File: src/rtl/approx_adder_pipe.sv
// approx_adder_pipe: two-stage valid/ready adder with selectable lower-part
// approximation and in-system error statistics against the exact sum.
module approx_adder_pipe #(
    parameter int WIDTH       = 8,
    parameter int APPROX_BITS = 4,
    parameter int CNT_W       = 16
) (
    input  logic             clk,
    input  logic             rst,
    input  logic             in_valid,
    output logic             in_ready,
    input  logic [WIDTH-1:0] A,
    input  logic [WIDTH-1:0] B,
    input  logic             cin,
    input  logic [1:0]       mode,
    output logic             out_valid,
    input  logic             out_ready,
    output logic [WIDTH-1:0] sum,
    output logic             cout,
    output logic [WIDTH:0]   err_dist,
    input  logic             stats_clr,
    output logic [CNT_W-1:0] sample_cnt,
    output logic [CNT_W-1:0] err_cnt,
    output logic [CNT_W-1:0] err_sum,
    output logic [WIDTH:0]   max_err
);

    localparam int K  = APPROX_BITS;
    localparam int UW = WIDTH - K;
    localparam int EW = WIDTH + 1;
    localparam int SW = ((CNT_W > EW) ? CNT_W : EW) + 1;
    localparam logic [CNT_W-1:0] CNT_MAX = '1;

    logic             s1_valid;
    logic [WIDTH-1:0] s1_a;
    logic [WIDTH-1:0] s1_b;
    logic             s1_cin;
    logic [1:0]       s1_mode;

    logic             advance;
    logic             accept;
    logic             xfer;

    logic [EW-1:0]    exact;
    logic [EW-1:0]    approx;
    logic [EW-1:0]    err;
    logic [K-1:0]     a_l;
    logic [K-1:0]     b_l;
    logic [K-1:0]     sum_l;
    logic [UW-1:0]    a_u;
    logic [UW-1:0]    b_u;
    logic [UW:0]      sum_u;
    logic             cu;
    logic [SW-1:0]    sum_ext;
    logic [CNT_W-1:0] err_sum_nxt;

    assign advance  = ~out_valid | out_ready;
    assign in_ready = ~s1_valid | advance;
    assign accept   = in_valid & in_ready;
    assign xfer     = s1_valid & advance;

    // Approximate and exact sums of the S1 beat, plus their distance.
    always_comb begin
        a_l   = s1_a[K-1:0];
        b_l   = s1_b[K-1:0];
        a_u   = s1_a[WIDTH-1:K];
        b_u   = s1_b[WIDTH-1:K];
        exact = {1'b0, s1_a} + {1'b0, s1_b} + {{WIDTH{1'b0}}, s1_cin};
        sum_l = a_l;
        cu    = 1'b0;
        unique case (s1_mode)
            2'd0: begin
                sum_l = a_l;
                cu    = 1'b0;
            end
            2'd1: begin
                sum_l = a_l | b_l;
                cu    = a_l[K-1] & b_l[K-1];
            end
            2'd2: begin
                sum_l = a_l ^ b_l;
                cu    = 1'b0;
            end
            2'd3: begin
                sum_l = a_l;
                cu    = a_l[K-1] & b_l[K-1];
            end
        endcase
        sum_u  = {1'b0, a_u} + {1'b0, b_u} + {{UW{1'b0}}, cu};
        approx = (s1_mode == 2'd0) ? exact : {sum_u, sum_l};
        err    = (approx >= exact) ? (approx - exact) : (exact - approx);
        sum_ext = SW'(err_sum) + SW'(err);
        err_sum_nxt = (sum_ext > SW'(CNT_MAX)) ? CNT_MAX
                                               : sum_ext[CNT_W-1:0];
    end

    // S1: capture the operands on every input handshake.
    always_ff @(posedge clk) begin
        if (rst) begin
            s1_valid <= 1'b0;
            s1_a     <= '0;
            s1_b     <= '0;
            s1_cin   <= 1'b0;
            s1_mode  <= 2'd0;
        end else begin
            if (accept) begin
                s1_valid <= 1'b1;
                s1_a     <= A;
                s1_b     <= B;
                s1_cin   <= cin;
                s1_mode  <= mode;
            end else if (xfer) begin
                s1_valid <= 1'b0;
            end
        end
    end

    // S2: result register, held while downstream stalls.
    always_ff @(posedge clk) begin
        if (rst) begin
            out_valid <= 1'b0;
            sum       <= '0;
            cout      <= 1'b0;
            err_dist  <= '0;
        end else if (advance) begin
            out_valid <= s1_valid;
            if (s1_valid) begin
                {cout, sum} <= approx;
                err_dist    <= err;
            end
        end
    end

    // Saturating error statistics, updated on each S1 to S2 move.
    always_ff @(posedge clk) begin
        if (rst || stats_clr) begin
            sample_cnt <= '0;
            err_cnt    <= '0;
            err_sum    <= '0;
            max_err    <= '0;
        end else if (xfer) begin
            if (sample_cnt != CNT_MAX) begin
                sample_cnt <= sample_cnt + CNT_W'(1);
            end
            if ((err != '0) && (err_cnt != CNT_MAX)) begin
                err_cnt <= err_cnt + CNT_W'(1);
            end
            err_sum <= err_sum_nxt;
            if (err > max_err) begin
                max_err <= err;
            end
        end
    end

endmodule
File: config.mk
export PLATFORM = sky130hd
export DESIGN_NAME = approx_adder_pipe
export DESIGN_NICKNAME = d
export VERILOG_FILES = /design/src/rtl/approx_adder_pipe.sv
export SDC_FILE = /design/constraint.sdc
export NUM_CORES = 1
export LEC_CHECK = 0
export CELL_PAD_IN_SITES_DETAIL_PLACEMENT = 1
export CELL_PAD_IN_SITES_GLOBAL_PLACEMENT = 2
export CORE_MARGIN = 2
export CORE_UTILIZATION = 34
export CTS_CLUSTER_DIAMETER = 30
export DETAILED_ROUTE_END_ITERATION = 7
export GPL_ROUTABILITY_DRIVEN = 0
export PLACE_DENSITY_LB_ADDON = 0.1
export REMOVE_ABC_BUFFERS = 1
export SLEW_MARGIN = 40
export SYNTH_ARGS = -nofsm -noshare
export SYNTH_HDL_FRONTEND = slang
export SYNTH_SLANG_ARGS = --single-unit
File: constraint.sdc
create_clock -name clk -period 14 [get_ports clk]
set_clock_uncertainty 0.2 [all_clocks]
set_input_delay 3.5 -clock clk [delete_from_list [all_inputs] [get_ports clk]]
set_output_delay 3.5 -clock clk [all_outputs]
set_load 0.02 [all_outputs]
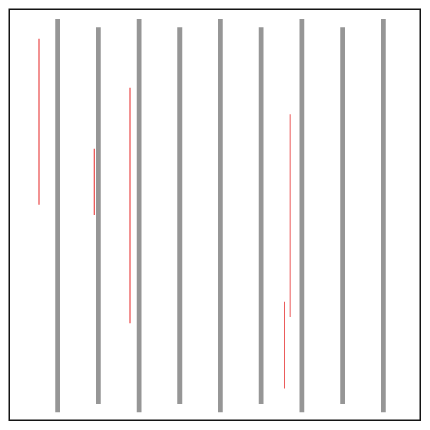
*Signal wires on met4, run 1*
(3 px per um) Supply wires on this layer in grey.
The wires run mostly vertical. The longest straight run is 78.2 um. The layer carries 251 um of wire. 4 nets have wire on it.
total wire length: 15.9 mm
vias: 5330

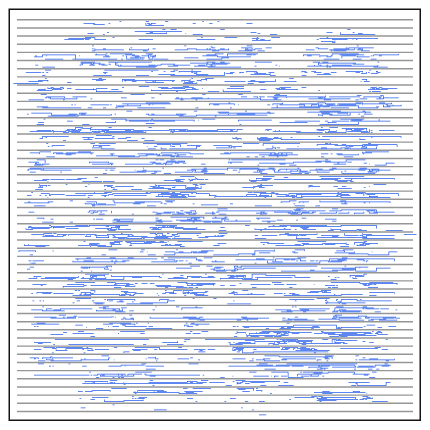
*Metal 1, run 1*
(3 px per um) Supply wires on this layer in grey.
786 nets have wire on it. The wires run mostly horizontal. The longest straight run is 40.0 um.
GR Util met1: 22.3%

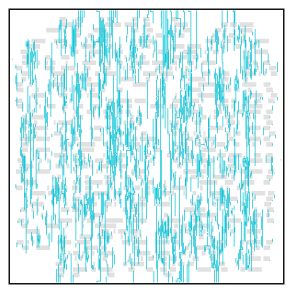
*M2 wires, run 1*
(2 px per um) Cells faint in the background.
The layer holds 49% of the routed length. The longest straight run is 56.1 um. The layer carries 7860 um of wire. The wires run mostly vertical.

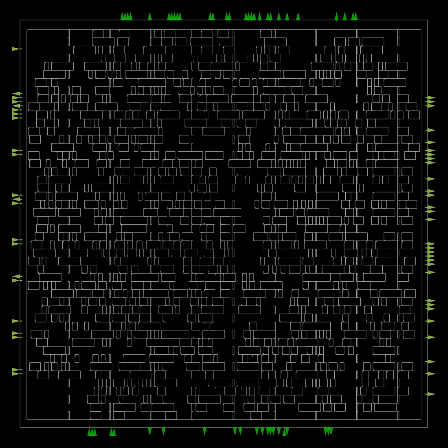
*Cell outlines without signal wires, run 1*
flip-flops: 96
core region area: 0.0172 sq mm

==> impl_metrics.toml, run 1 <==
# flow metrics
[status]
status = "complete, no violations"

[sta]
setup_tns_ps = 0
hold_viol_final = 0
slew_violations = 0
max_freq_ghz = 0.115
fin_ws_ps = 5340
worst_pin_slew_ps = 783

[power]
pwr-share-comb_pct = 41.4
p_per_area_mw_per_mm2 = 131
pwr-share-seq_pct = 30.5
pg_comb_uw = 403
pg_seq_uw = 297
p_sw_share_pct = 36.7

[worst_setup_path]
path_class = "input pin to primary output"
cp_data_arrival_time_ps = 4960
r2r-start = "s1_a[0]$_SDFFE_PP0P_"

[final_layout]
area_delta_synth_final_pct = 24.4
logic_area_sq_mm = 0.00368

[synth]
async_reset_ff_share_pct = 0
edf_count = 0
ys_seq_elements = 96
ys_cells = 732
flop_cell = "dfxtp_1"
ys_area_sq_mm = 0.00597
yosys_warnings = 0

[global_route]
overflow = 0
antenna_found_initial = 0

[clocking]
postCtsHoldBufs = 0
clk_pin_slew_ps = 70
numCtsBuffers = 9
cts_setup_buffers = 0
ctsLongestPathBuffers = 2

[detailed_routing]
routed-wl-met3_um = 420

[hold_path]
min_from = "s1_b[6]$_SDFFE_PP0P_"

[placed_design]
place_worst_setup_slack_ps = 5330
place_hpwl_mm = 12.1

[floorplan]
die_width_um = 137
chipArea_sq_mm = 0.0186
initCoreUtil_pct = 34.6
==> run 1: flip-flops by register name, indices dropped and copies added (netlist names) <==
name and flops:
s1_mode 2, sum 8, s1_valid 1, s1_a 8
err_sum 16, max_err 9, err_cnt 16, sample_cnt 16
s1_cin 1, err_dist 9, out_valid 1, s1_b 8
cout 1
==> run 1: worst max-delay path: cells and delay by family <==
family / cells / cell delay [ps]
buffers and inverters: 2 / 970
AND/OR/NAND/NOR: 2 / 500
==> run 1: area by class of cell <==
type	instances	share of cell area (%)
well taps	225	3.79
repair buffers	104	13.8
clock inverters	7	1.28
multi-input cells	544	49.5
clock buffers	9	3.03
inverters	54	2.73
flip-flops and latches	96	25.9
==> run 1: cell usage in the layout (no fill, tap or decap), types with 20 or more instances in the layout <==
cell / synthesis / routed
a21o_1: 20 / 20
clkdlybuf4s50_1: 0 / 100
o21ai_0: 30 / 30
nor2_1: 67 / 67
a21oi_1: 71 / 71
inv_1: 54 / 54
nand2_1: 76 / 76
dfxtp_1: 96 / 96
xnor2_1: 21 / 21
ha_1: 48 / 48
==> run 1: how the worst max path moves through the flow <==
stage / startpoint / end / slack [ps] / cells after the start
global placement: out_ready / in_ready / 5390 / 4
CTS: out_ready / in_ready / 5330 / 4
floorplan: out_ready / in_ready / 6390 / 2
global route: out_ready / in_ready / 5260 / 4
detailed placement: out_ready / in_ready / 5330 / 4
finish: out_ready / in_ready / 5340 / 4
==> run 1: Yosys cell counts (4+ instances only) <==
cell type / instances / area [sq um]
dfxtp_1: 96 / 1920
nor2_1: 67 / 251
a31oi_1: 11 / 68.8
nand2_1: 76 / 285
xor2_1: 16 / 140
buf_6: 4 / 45.0
clkbuf_1: 25 / 93.8
o31ai_1: 6 / 45.0
nand3_1: 16 / 80.1
o21a_1: 6 / 45.0
and2_1: 7 / 43.8
xnor2_1: 21 / 184
o21ai_0: 30 / 150
mux2i_1: 14 / 140
nand4_1: 9 / 56.3
buf_2: 4 / 20.0
and3_1: 12 / 75.1
or3_1: 15 / 93.8
o21bai_1: 8 / 60.1
nor3_1: 12 / 60.1
ha_1: 48 / 601
a21oi_1: 71 / 355
fa_1: 7 / 140
nor2b_1: 6 / 37.5
or4_1: 6 / 45.0
a311oi_1: 5 / 43.8
a21o_1: 20 / 150
inv_1: 54 / 203
a211oi_1: 16 / 120
buf_1: 4 / 15.0
==> run 1: stage by stage <==
| stage | hold WS, ps | std cells | area, sq um | power, mW |
|---|---|---|---|---|
| final | 263 | 1039 | 7430 | 0.974 |
| after global routing | 289 | 1039 | 7430 | 1.05 |
| after CTS | 271 | 1039 | 7430 | 0.989 |
| after detailed placement | 260 | 1023 | 7110 | 0.712 |
| after global placement | 251 | 1022 | 7100 | 0.692 |
| after floorplan | 234 | 694 | 5790 | 0.595 |
==> run 1: cells by family (layout without fill, tap and decap cells) <==
logic type	after synthesis	count (layout)	share of synthesized area (%)
buffers and inverters	92	174	6.43
AND-OR/OR-AND	191	191	20.1
AND/OR/NAND/NOR	240	240	18.9
multiplexers	19	19	3.85
XOR/XNOR	39	39	6.08
adder cells (fa/ha/maj)	55	55	12.4
flip-flops	96	96	32.2
==> run 2, diff against run 1 <==
--- a/config.mk
+++ b/config.mk
@@ -8,7 +8,7 @@
 export CELL_PAD_IN_SITES_DETAIL_PLACEMENT = 1
 export CELL_PAD_IN_SITES_GLOBAL_PLACEMENT = 2
 export CORE_MARGIN = 2
-export CORE_UTILIZATION = 34
+export CORE_UTILIZATION = 32
 export CTS_CLUSTER_DIAMETER = 30
 export DETAILED_ROUTE_END_ITERATION = 7
 export GPL_ROUTABILITY_DRIVEN = 0
==> constraint.sdc (replaced) <==
create_clock -name clk -period 8.5 [get_ports clk]
set_clock_uncertainty 0.2 [all_clocks]
set_input_delay 2.125 -clock clk [delete_from_list [all_inputs] [get_ports clk]]
set_output_delay 2.125 -clock clk [all_outputs]
set_load 0.02 [all_outputs]
==> run 2 against run 1 <==
Compared with the run above:
- area after synthesis is the same
- flip-flop count is the same
- routed wire length grew 2.1%
- power grew 66%
- clock power grew 66%
- register-to-register slack lost 5200 ps
- worst hold slack gained 1.2 ps
- synthesized cell count is the same
==> impl_metrics.toml, run 2 <==
# flow metrics
[final_layout]
top_regs = "err_cnt: 16 flops, err_sum: 16 flops, sample_cnt: 16 flops"
logic_area_sq_mm = 0.00368
mostFrequentLayoutCells = "clkdlybuf4s50_1, dfxtp_1, nand2_1"

[worst_setup_path]
r2r-start = "s1_a[0]$_SDFFE_PP0P_"
cp_data_arrival_time_ps = 7060
critPathBufInv = 2

[global_route]
overflow = 0
grt.met1_usage_pct = 20.7

[synth]
flop_cell = "dfxtp_1"
netlist_top_cells_area = "dfxtp_1, ha_1, a21oi_1, nand2_1, nor2_1"
edf_count = 0
yosys_warnings = 0
top_cell = "dfxtp_1"
ys_seq_elements = 96
ys_cells = 732
async_reset_ff_share_pct = 0
top_cell_area_share_pct = 32.2

[detailed_routing]
wl_mm = 16.2
vias = 5360

[placed_design]
place_hpwl_mm = 12.3

[sta]
slew_violations = 0
max_freq_ghz = 0.143
hold_viol_final = 0
setup_tns_ps = 0

[clocking]
postCtsHoldBufs = 0
ctsLongestPathBuffers = 2
cts_setup_buffers = 0

[hold_path]
min_from = "cout$_SDFFE_PP0P_"

[power]
p_per_area_mw_per_mm2 = 217
p_total_mw = 1.61
pwr-share-seq_pct = 30.4
pwr-share-comb_pct = 41.4

[floorplan]
chipArea_sq_mm = 0.0198

[status]
status = "complete, no violations"
run 2: logic make-up (layout without fill, tap and decap cells):
| kind of cell | Yosys count | count (layout) | share of synthesized area (%) |
|---|---|---|---|
| AND/OR/NAND/NOR | 240 | 240 | 18.9 |
| AND-OR/OR-AND | 191 | 191 | 20.1 |
| flip-flops | 96 | 96 | 32.2 |
| buffers and inverters | 92 | 175 | 6.43 |
| adder cells (fa/ha/maj) | 55 | 55 | 12.4 |
| XOR/XNOR | 39 | 39 | 6.08 |
| multiplexers | 19 | 19 | 3.85 |
run 2: cell type report:
type | count | area share (%)
clock buffers | 10 | 3.08
clock inverters | 6 | 1.23
inverters | 54 | 2.72
multi-input cells | 544 | 49.4
flip-flops and latches | 96 | 25.8
well taps | 229 | 3.85
repair buffers | 105 | 13.9
run 2: through the flow:
step / instances / hold WS, ps / setup slack (ps) / cell area (sq um) / util [%]
floorplan: 694 / 234 / 2100 / 5790 / -
global placement: 1026 / 247 / 1630 / 7110 / 39.2
detailed placement: 1028 / 257 / 1450 / 7120 / 39.2
CTS: 1044 / 267 / 1440 / 7440 / 41.0
global route: 1044 / 292 / 966 / 7440 / 41.0
finish: 1044 / 265 / 1500 / 7440 / 41.0
run 2: worst max-delay path by stage:
stage / start / endpoint / slack (ps) / cells after the start
floorplan: s1_a[0]$_SDFFE_PP0P_ / err_sum[0]$_SDFFE_PP0P_ / 2100 / 27
global placement: s1_a[0]$_SDFFE_PP0P_ / err_sum[0]$_SDFFE_PP0P_ / 1630 / 27
detailed placement: s1_a[0]$_SDFFE_PP0P_ / err_sum[1]$_SDFFE_PP0P_ / 1450 / 27
CTS: s1_a[0]$_SDFFE_PP0P_ / err_sum[1]$_SDFFE_PP0P_ / 1440 / 27
global route: s1_a[1]$_SDFFE_PP0P_ / err_sum[0]$_SDFFE_PP0P_ / 970 / 26
finish: s1_a[0]$_SDFFE_PP0P_ / err_sum[1]$_SDFFE_PP0P_ / 1500 / 27
run 2: layer usage:
layer / vias up / wire [um]
met5: - / 0
met4: 0 / 242
met3: 15 / 425
met2: 72 / 8020
met1: 2576 / 7540
li1: 2697 / -
run 2: power by group through the flow:
stage / sequential (mW) / clock [mW] / combinational [mW]
6_report: 0.490 / 0.455 / 0.668
3_3_place_gp: 0.500 / 0 / 0.650
5_1_grt: 0.493 / 0.488 / 0.752
2_1_floorplan: 0.515 / 0 / 0.465
4_1_cts: 0.490 / 0.471 / 0.678
3_5_place_dp: 0.501 / 0 / 0.675
run 2: worst min-delay path: stages (launching register included):
cell and delay (ps):
dfxtp_1 310, nand2_1 50, a21oi_1 50
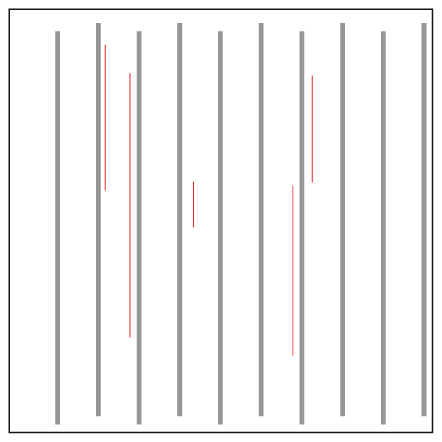
*Signal wires on met4, run 2*
(3 px per um) Supply wires on this layer in grey.
3 nets have wire on it. The layer holds 1.5% of the routed length.

No activity file was given, so power comes from the tool's default toggle rates.
